[src/rtl/module_bcd_param_if.sv]
// Handshake/result bundle for module_bcd_param.
//   start        : conversion request (master -> converter)
//   numero_input : WIDTH-bit binary operand (master -> converter)
//   bcd_output   : 4*DIGITS packed BCD result, units in [3:0]
//   overflow     : operand exceeded 10^DIGITS-1 (held until next result)
//   busy         : conversion in progress
//   listo        : one-cycle completion pulse
//   sign_output  : result sign, only with BCD_SIGNED_EN defined
interface module_bcd_param_if #(
  parameter int unsigned WIDTH  = 16,
  parameter int unsigned DIGITS = 5
);
  logic                  start;
  logic [WIDTH-1:0]      numero_input;
  logic [4*DIGITS-1:0]   bcd_output;
  logic                  overflow;
  logic                  busy;
  logic                  listo;
`ifdef BCD_SIGNED_EN
  logic                  sign_output;
`endif

  modport master (
    output start, numero_input,
    input  bcd_output, overflow, busy, listo
`ifdef BCD_SIGNED_EN
    , input sign_output
`endif
  );

  modport slave (
    input  start, numero_input,
    output bcd_output, overflow, busy, listo
`ifdef BCD_SIGNED_EN
    , output sign_output
`endif
  );
endinterface

[src/rtl/module_bcd_param.sv]
// Sequential double-dabble binary-to-BCD converter with start/busy/listo
// handshake and over-range saturation. One shift/add-3 iteration per clock;
// listo pulses WIDTH+2 cycles after the accepting edge.
// Ports:
//   clk  : system clock, rising edge
//   rst  : synchronous active-high reset
//   bus  : module_bcd_param_if.slave (start, numero_input, bcd_output,
//          overflow, busy, listo, and sign_output when BCD_SIGNED_EN)
// Optional macro BCD_SIGNED_EN: treat numero_input as two's complement,
// convert the magnitude and report the sign on sign_output.
module module_bcd_param #(
  parameter int unsigned WIDTH  = 16,
  parameter int unsigned DIGITS = 5
) (
  input  logic                clk,
  input  logic                rst,
  module_bcd_param_if.slave   bus
);

  localparam int unsigned BW    = 4 * DIGITS;
  localparam int unsigned CNT_W = $clog2(WIDTH + 1);
  localparam int unsigned CMP_W = (WIDTH > BW + 4) ? WIDTH : BW + 4;

  function automatic logic [CMP_W-1:0] max_value();
    longint unsigned p;
    p = 1;
    for (int unsigned i = 0; i < DIGITS; i++) p = p * 10;
    return CMP_W'(p - 1);
  endfunction

  localparam logic [CMP_W-1:0] MAX_VAL = max_value();
  localparam logic [BW-1:0]    SAT_VAL = {DIGITS{4'h9}};

  typedef enum logic [1:0] {S_IDLE, S_CONVERT, S_DONE} state_t;

  state_t              state, state_nxt;
  logic [WIDTH-1:0]    operand;
  logic [WIDTH-1:0]    operand_in;
  logic [BW-1:0]       scratch;
  logic [BW-1:0]       adj;
  logic [BW+WIDTH-1:0] shifted;
  logic [CNT_W-1:0]    count;
  logic                over_range;
  logic                over_range_in;
  logic [BW-1:0]       bcd_q;
  logic                ovf_q;
  logic                listo_q;
  logic                accept;
  logic                iterate;
  logic                finish;
  logic                busy_c;

`ifdef BCD_SIGNED_EN
  logic sign_in;
  logic sign_pend;
  logic sign_q;

  // Negating the most negative value wraps to itself, which read as
  // unsigned is exactly its magnitude.
  assign sign_in    = bus.numero_input[WIDTH-1];
  assign operand_in = sign_in ? (~bus.numero_input + WIDTH'(1))
                              : bus.numero_input;
`else
  assign operand_in = bus.numero_input;
`endif

  assign over_range_in = CMP_W'(operand_in) > MAX_VAL;

  // State register
  always_ff @(posedge clk) begin
    if (rst) state <= S_IDLE;
    else     state <= state_nxt;
  end

  // Next-state logic
  always_comb begin
    state_nxt = state;
    unique case (state)
      S_IDLE:    if (bus.start) state_nxt = S_CONVERT;
      S_CONVERT: if (count == CNT_W'(1)) state_nxt = S_DONE;
      S_DONE:    state_nxt = S_IDLE;
      default:   state_nxt = S_IDLE;
    endcase
  end

  // FSM outputs / datapath strobes
  always_comb begin
    accept  = 1'b0;
    iterate = 1'b0;
    finish  = 1'b0;
    busy_c  = 1'b0;
    unique case (state)
      S_IDLE:    accept  = bus.start;
      S_CONVERT: begin iterate = 1'b1; busy_c = 1'b1; end
      S_DONE:    begin finish  = 1'b1; busy_c = 1'b1; end
      default:   ;
    endcase
  end

  // Add-3 correction on every digit, then shift {scratch, operand} left.
  always_comb begin
    adj = scratch;
    for (int unsigned d = 0; d < DIGITS; d++) begin
      if (scratch[4*d +: 4] >= 4'd5) adj[4*d +: 4] = scratch[4*d +: 4] + 4'd3;
    end
    shifted = {adj, operand} << 1;
  end

  always_ff @(posedge clk) begin
    if (rst) begin
      operand    <= '0;
      scratch    <= '0;
      count      <= '0;
      over_range <= 1'b0;
      bcd_q      <= '0;
      ovf_q      <= 1'b0;
      listo_q    <= 1'b0;
`ifdef BCD_SIGNED_EN
      sign_pend  <= 1'b0;
      sign_q     <= 1'b0;
`endif
    end else begin
      listo_q <= 1'b0;
      if (accept) begin
        operand    <= operand_in;
        scratch    <= '0;
        count      <= CNT_W'(WIDTH);
        over_range <= over_range_in;
`ifdef BCD_SIGNED_EN
        sign_pend  <= sign_in;
`endif
      end
      if (iterate) begin
        {scratch, operand} <= shifted;
        count              <= count - CNT_W'(1);
      end
      if (finish) begin
        bcd_q   <= over_range ? SAT_VAL : scratch;
        ovf_q   <= over_range;
        listo_q <= 1'b1;
`ifdef BCD_SIGNED_EN
        sign_q  <= sign_pend;
`endif
      end
    end
  end

  assign bus.bcd_output = bcd_q;
  assign bus.overflow   = ovf_q;
  assign bus.busy       = busy_c;
  assign bus.listo      = listo_q;
`ifdef BCD_SIGNED_EN
  assign bus.sign_output = sign_q;
`endif

endmodule

[src/flat_wrapper.sv]
// flat-port wrapper written by rule: the top's interface ports become plain ports
module module_bcd_param_flat 
#(
  parameter int unsigned WIDTH  = 16,
  parameter int unsigned DIGITS = 5
)
  (clk, rst, bus_start, bus_numero_input, bus_bcd_output, bus_overflow, bus_busy, bus_listo);
  module_bcd_param_if #(.WIDTH(WIDTH), .DIGITS(DIGITS)) bus_i ();
  input  logic clk;
  input  logic rst;
  input wire logic [$bits(bus_i.start)-1:0] bus_start;
  input wire logic [$bits(bus_i.numero_input)-1:0] bus_numero_input;
  output wire logic [$bits(bus_i.bcd_output)-1:0] bus_bcd_output;
  output wire logic [$bits(bus_i.overflow)-1:0] bus_overflow;
  output wire logic [$bits(bus_i.busy)-1:0] bus_busy;
  output wire logic [$bits(bus_i.listo)-1:0] bus_listo;
  assign bus_i.start = bus_start;
  assign bus_i.numero_input = bus_numero_input;
  assign bus_bcd_output = bus_i.bcd_output;
  assign bus_overflow = bus_i.overflow;
  assign bus_busy = bus_i.busy;
  assign bus_listo = bus_i.listo;
  module_bcd_param #(.WIDTH(WIDTH), .DIGITS(DIGITS)) u_core (.clk(clk), .rst(rst), .bus(bus_i));
endmodule
[config.mk]
export PLATFORM = sky130hd
export DESIGN_NAME = module_bcd_param_flat
export DESIGN_NICKNAME = d
export VERILOG_FILES = /design/src/rtl/module_bcd_param_if.sv /design/src/rtl/module_bcd_param.sv /design/src/flat_wrapper.sv
export SDC_FILE = /design/constraint.sdc
export NUM_CORES = 1
export LEC_CHECK = 0
export CAP_MARGIN = 5
export CORE_MARGIN = 1.5
export CORE_UTILIZATION = 25
export CTS_BUF_LIST = sky130_fd_sc_hd__clkbuf_2
export DETAILED_ROUTE_END_ITERATION = 16
export GPL_TIMING_DRIVEN = 0
export HOLD_SLACK_MARGIN = 0.02
export PLACE_DENSITY = 0.5
export SYNTH_ARGS = -nofsm -noshare
export SYNTH_HDL_FRONTEND = slang
export SYNTH_SLANG_ARGS = --single-unit
[constraint.sdc]
create_clock -name clk -period 2 [get_ports clk]
set_input_delay 0.2 -clock clk [delete_from_list [all_inputs] [get_ports clk]]
set_output_delay 0.2 -clock clk [all_outputs]
set_load 0.005 [all_outputs]
Signal wires by layer:
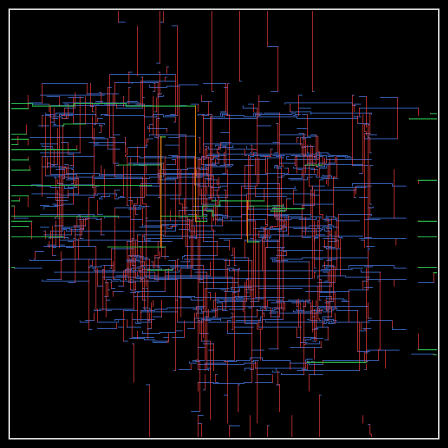
legend:
  M4:
    color: orange
    wire_length: 70.7 um
  M1:
    color: blue
    wire_length: 3,530 um
  M2:
    color: red
    wire_length: 3,470 um
  M3:
    color: green
    wire_length: 346 um

Routing congestion map:
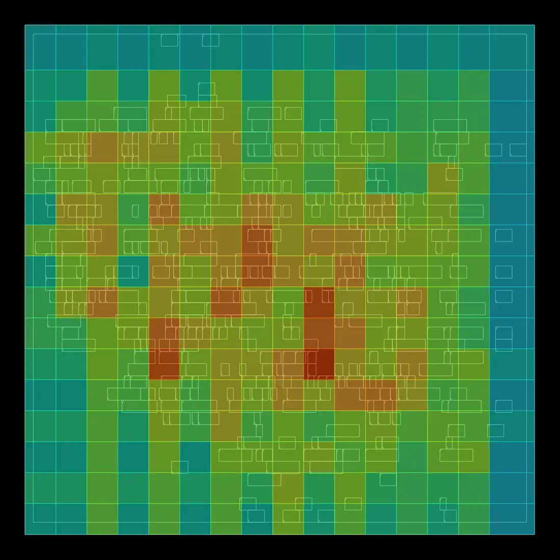
met3 usage: 3.401%
busiest layer in global routing: met2
met2 Use GR: 20.36%

Clock wires, drivers and flops:
The bar under the picture is 20 um long.
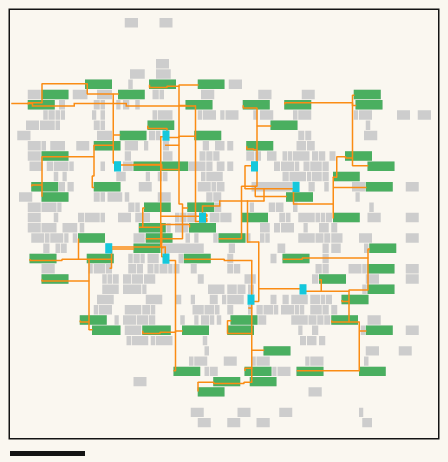
legend:
  flip-flops:
    color: green
    count: 64
  clock wires:
    color: orange
    length: 943 um
  clock-net drivers:
    color: cyan
    count: 9
flops lie: all over the die
routed clock nets: 10

==> results.toml <==
# generated from flow reports
[status]
outcome = "completed"

[synthesis]
synth_nets = 384
fa_ha_area_share_pct = 6.552
muxShareOfSynthArea_pct = 14.37
netlist.area_leader.share_pct = 41.93
netlist_area_mm2 = 0.003055
synth.cellmix.xorXnorShare_pct = 0
ys_cells = 349
syn_area_per_cell_um2 = 8.755
ys_sh_aoi_pct = 13.76
yosys.area.top_type = "dfxtp_1"
top_cells_by_count = "64 x dfxtp_1, 39 x nand2_1, 36 x a21oi_1, 28 x nor2_1, 27 x mux2i_1"
synthTopCellsByArea = "dfxtp_1 42%, mux2i_1 8.8%, ha_1 6.6%"
post-synth-top-count-cell = "dfxtp_1"
ys_sh_simple_pct = 17.65

[worst_setup_path]
worstReg2RegEnd = "u_core.scratch[8]"
worstPathRequired_ns = 1.80
crit_path_end = "bus_busy"
crit-reg2reg-launch = "u_core.state[1]"
crit_cells = 3
path_cells = "inv_1 > ha_1 > clkdlybuf4s50_1"
crit_path_end_kind = "output pin"
r2r_slack_ns = 0.18
path_buffers = 2
critPathMaxStageDelay_ns = 0.49

[detailed_routing]
wl_met1_um = 3533
ant_nets = 0
drt-total-wl_um = 7417
vias = 2548
wl_met2_um = 3467
first_iter_violations = 96
routed_via_density = 4.624
top_layer_used = "met4"
route.met3.wl_um = 346

[die]
fp_util_pct = 25.54
ios = 42
rows = 40

[hold_path]
min-delay-start = "bus_numero_input[0]"
min_path_type = "in2reg"

[placement]
place_hpwl_um = 5255
gp_congestion = 0.8114
io_buffers = 40

[cells_and_area]
drive_gt1_share_pct = 10.89
area_dominant_class = "combinational gates"
combGateArea_mm2 = 0.001607
final_util_pct = 31.51
nFillCells = 1253
num-nonclk-inverters = 19
lay_top_count = "dfxtp_1"
fin_cells = 551
nNonClkBuffers = 62
clkbuf_count = 10
bufAreaShareNonClock_pct = 13.28
diodes = 0
combAreaFraction_pct = 42.63
syn_to_final_growth_pct = 23.34

[timing]
period_used_pct = 93.65
hold_ws_ns = 0.3285
setup_viol = 0
tns_ns = 0
rsz0062_at_grt = "false"
clock_skew_ns = 0.02197
worstMarginPinSlew_ns = 0.6069
maxSlewViolCount = 0
finalCriticalPeriod_ns = 1.873

[power_and_ir_drop]
p_switching_w = 0.0009770
pwr-share-comb_pct = 25.3
power_density_mw_per_mm2 = 813.2
pwr-share-seq_pct = 46.6
power-top-group = "registers"
seq_cell_power_w = 0.00143
swShare_pct = 31.88

[global_routing]
use_met1_pct = 14.82
grt_overflow = 0
grt_max_degree = 11
antenna_found_initial = 0
grt_use_total_pct = 11.99

[clocking]
clock_path_buffers = 2
cts_inserted_buffers = 9
cts_root_buf = "clkbuf_2"
cts_tree = "done"
clk_pin_slew_ns = 0.17
post_cts_buffers = 0
insertion_delay_ns = 0.48

[flow_run]
openroad.warnings = 35
Cells colored by class:
The bar under the picture is 20 um long.
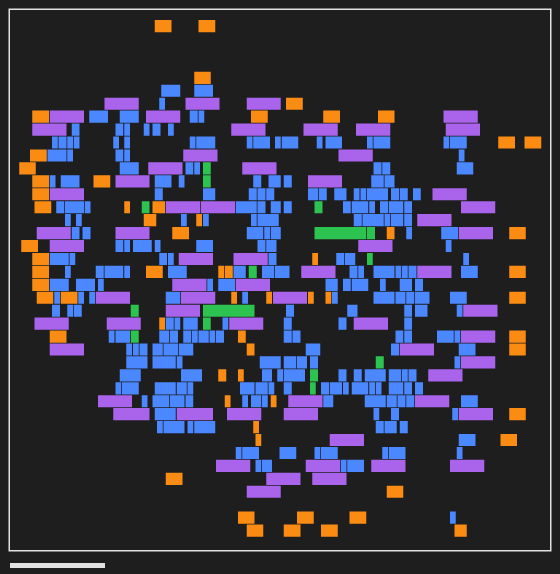
legend:
  remaining logic cells:
    color: blue
    cells: 263
  registers:
    color: purple
    cells: 64
  clock drivers and dummy loads:
    color: green
    cells: 15
  remaining buffers and delay cells:
    color: orange
    cells: 62
Layout Cell Area excl Fill: 0.003769 mm^2
core area: 0.01196 mm^2

Floorplan with the power grid:
The bar under the picture is 20 um long. Pins as bars on the die edge.
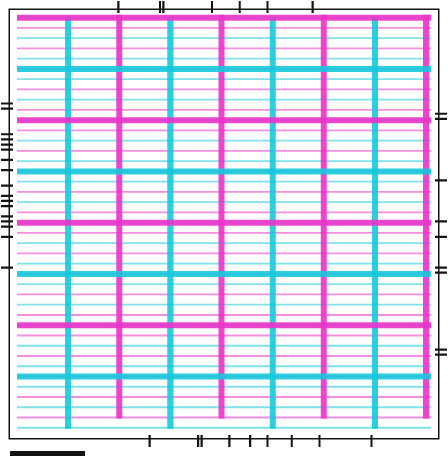
legend:
  VDD:
    color: magenta
  VSS:
    color: cyan
signal pins: 42
met5 straps: 8
rows: 40
met4 straps: 8
Die X: 113.6 um
Die H: 113.6 um
Max VDD drop: 0.4276 mV

Power and IR drop assume default switching activity.
